==> images/met2.png <==
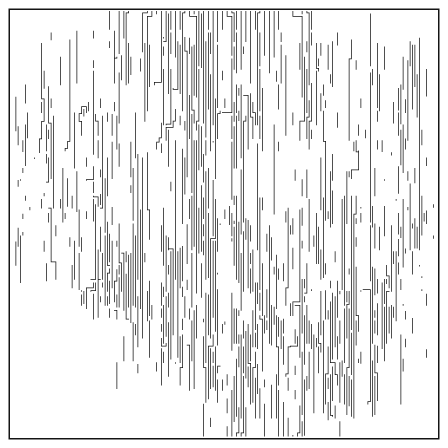
==> images/cell_classes.png <==
The bar under the picture is 20 µm long. Fill, decap, tap and diode cells in gray.
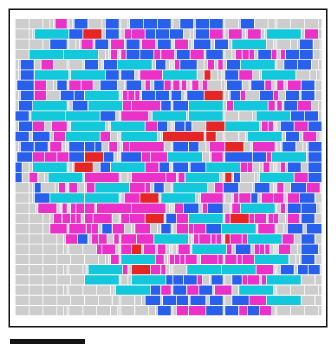
==> images/final_clocks.png <==
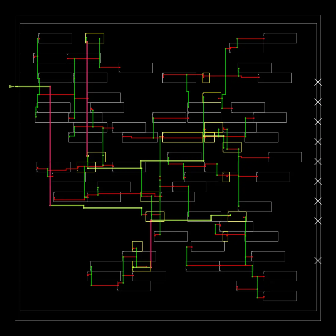
==> images/drive_strength.png <==
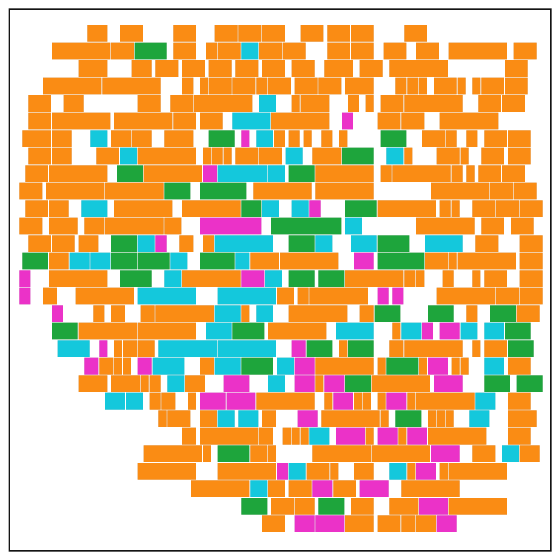
==> config.mk <==
export PLATFORM = sky130hd
export DESIGN_NAME = mem_port_arbiter
export DESIGN_NICKNAME = d
export VERILOG_FILES = /design/src/rtl/mem_port_arbiter.sv
export SDC_FILE = /design/constraint.sdc
export NUM_CORES = 1
export LEC_CHECK = 0
export CAP_MARGIN = 0
export CORE_UTILIZATION = 39
export DETAILED_ROUTE_END_ITERATION = 8
export GPL_TIMING_DRIVEN = 0
export PLACE_DENSITY = 0.84
export SLEW_MARGIN = 20
export SYNTH_ARGS = -nofsm -noshare
export SYNTH_HDL_FRONTEND = slang
export SYNTH_SLANG_ARGS = --single-unit
==> constraint.sdc <==
create_clock -name clk -period 1.8 [get_ports clk]
set_clock_uncertainty 0.2 [all_clocks]
set_input_delay 0.36 -clock clk [delete_from_list [all_inputs] [get_ports clk]]
set_output_delay 0.36 -clock clk [all_outputs]
set_load 0.005 [all_outputs]
==> ci_impl_report.md <==
## PnR job results

| Metric | Value |
|---|---|
| Max clock buf depth | 2 |
| Metal-1 WL | roughly 3.4 mm |
| Initial DRC count | approximately 140 |
| CTS Hold Bufs | 0 |
| Met3 Use GR | 0.0574 |
| Final Hold Vio Count | 0 |
| Startpoint type of the worst setup path | flip-flop |
| Slew at the pin with the worst max-slew slack | 0.541 ns |
| # Cells Yosys | approximately 260 |
| Tcrit/Tclk final | 1.18 |
| Avg Cell Area, Syn | between 10 and 15 µm² |
| Reg2reg setup slack | -0.31 ns |
| Worst-path clk slew | around 0.07 ns |
| Main logic family after synthesis | AND-OR/OR-AND gates |
| Most numerous logic cell after layout | clkdlybuf4s50_1 |
| Largest net degree at the start of global routing | 35 |
| Status | finished, violations left |
| Hold slack | approximately 0.25 ns |
| Met1 Resource Use GR | 0.287 |
| Cell taking the most area after synthesis | dfrtp_1 |
| Headroom to the max-slew limit | 0.639 |
| CP Buf/Inv Count | 3 |
| Busiest grt layer | met2 |
| Final setup viols | 25 |
| Post-Place Worst Slack | -0.686 ns |
| Crit path time final | roughly 2.1 ns |
| Failing checks | DRC, setup timing |
| Max frequency | 0.470 GHz |
| Tool warnings | 33 |
| DR DRC count | 18 |
| Comb pwr | between 3 and 4 mW |
| Yosys top cell area share | 0.536 |
| Pleak | 2.22 nW |
| Seq share, synth | 0.546 |
| Int Pwr | roughly 4.7 mW |
| Critical path cell sequence | ha_4 > nand2_8 > nor2_4 > buf_6 > buf_6 > and2_4 > buf_6 |
| Clk root buf | clkbuf_8 |
| Hold Path Class | primary input to async pin |
| Mux share | 0.0689 |
| CP max FO | 4 |
| Router iterations before antenna repair | 7 |
| Xor+xnor area frac | 0.00335 |
| GRT Resource Usage Total | 0.237 |
| H-tree depth | 3 |
| Vias per cell | around 5.3 |
| CP delay by family, top | flip-flops |
| Fin worst setup slack | -0.325 ns |
-- met2.png (at the start) --
The layer carries 4260 µm of wire. 420 nets have wire on it.
Routed WL: 8.25 mm
met2 Track Usage GR: 0.405
vias: 2561

-- cell_classes.png (at the start) --
Red is clock drivers and dummy loads, cells 16. Blue is other buffers and delay cells, cells 149. Magenta is all other logic, cells 187. Cyan is flip-flops, cells 57.
Util after Layout: 0.721
flop share of the area: 0.308
core area: 6420 µm²
final instance area: 4630 µm²
std cell rows: 29

-- final_clocks.png (at the start) --
CLK BUF: 11
CTS Buf Count: 9
sequential cell count: 57
Clock Sinks: 57

-- drive_strength.png (at the start) --
Green is drive 6 and up, cells 40, share 9.8%. Magenta is drive 2, cells 42, share 10%. Orange is drive 1 or less, cells 273, share 67%. Cyan is drive 3 to 4, cells 54, share 13%.
fin worst setup slack: -0.325 ns
synthesis-to-layout area growth: 77.1%
Buffers excl. clock: 149

Power and IR drop assume default switching activity.
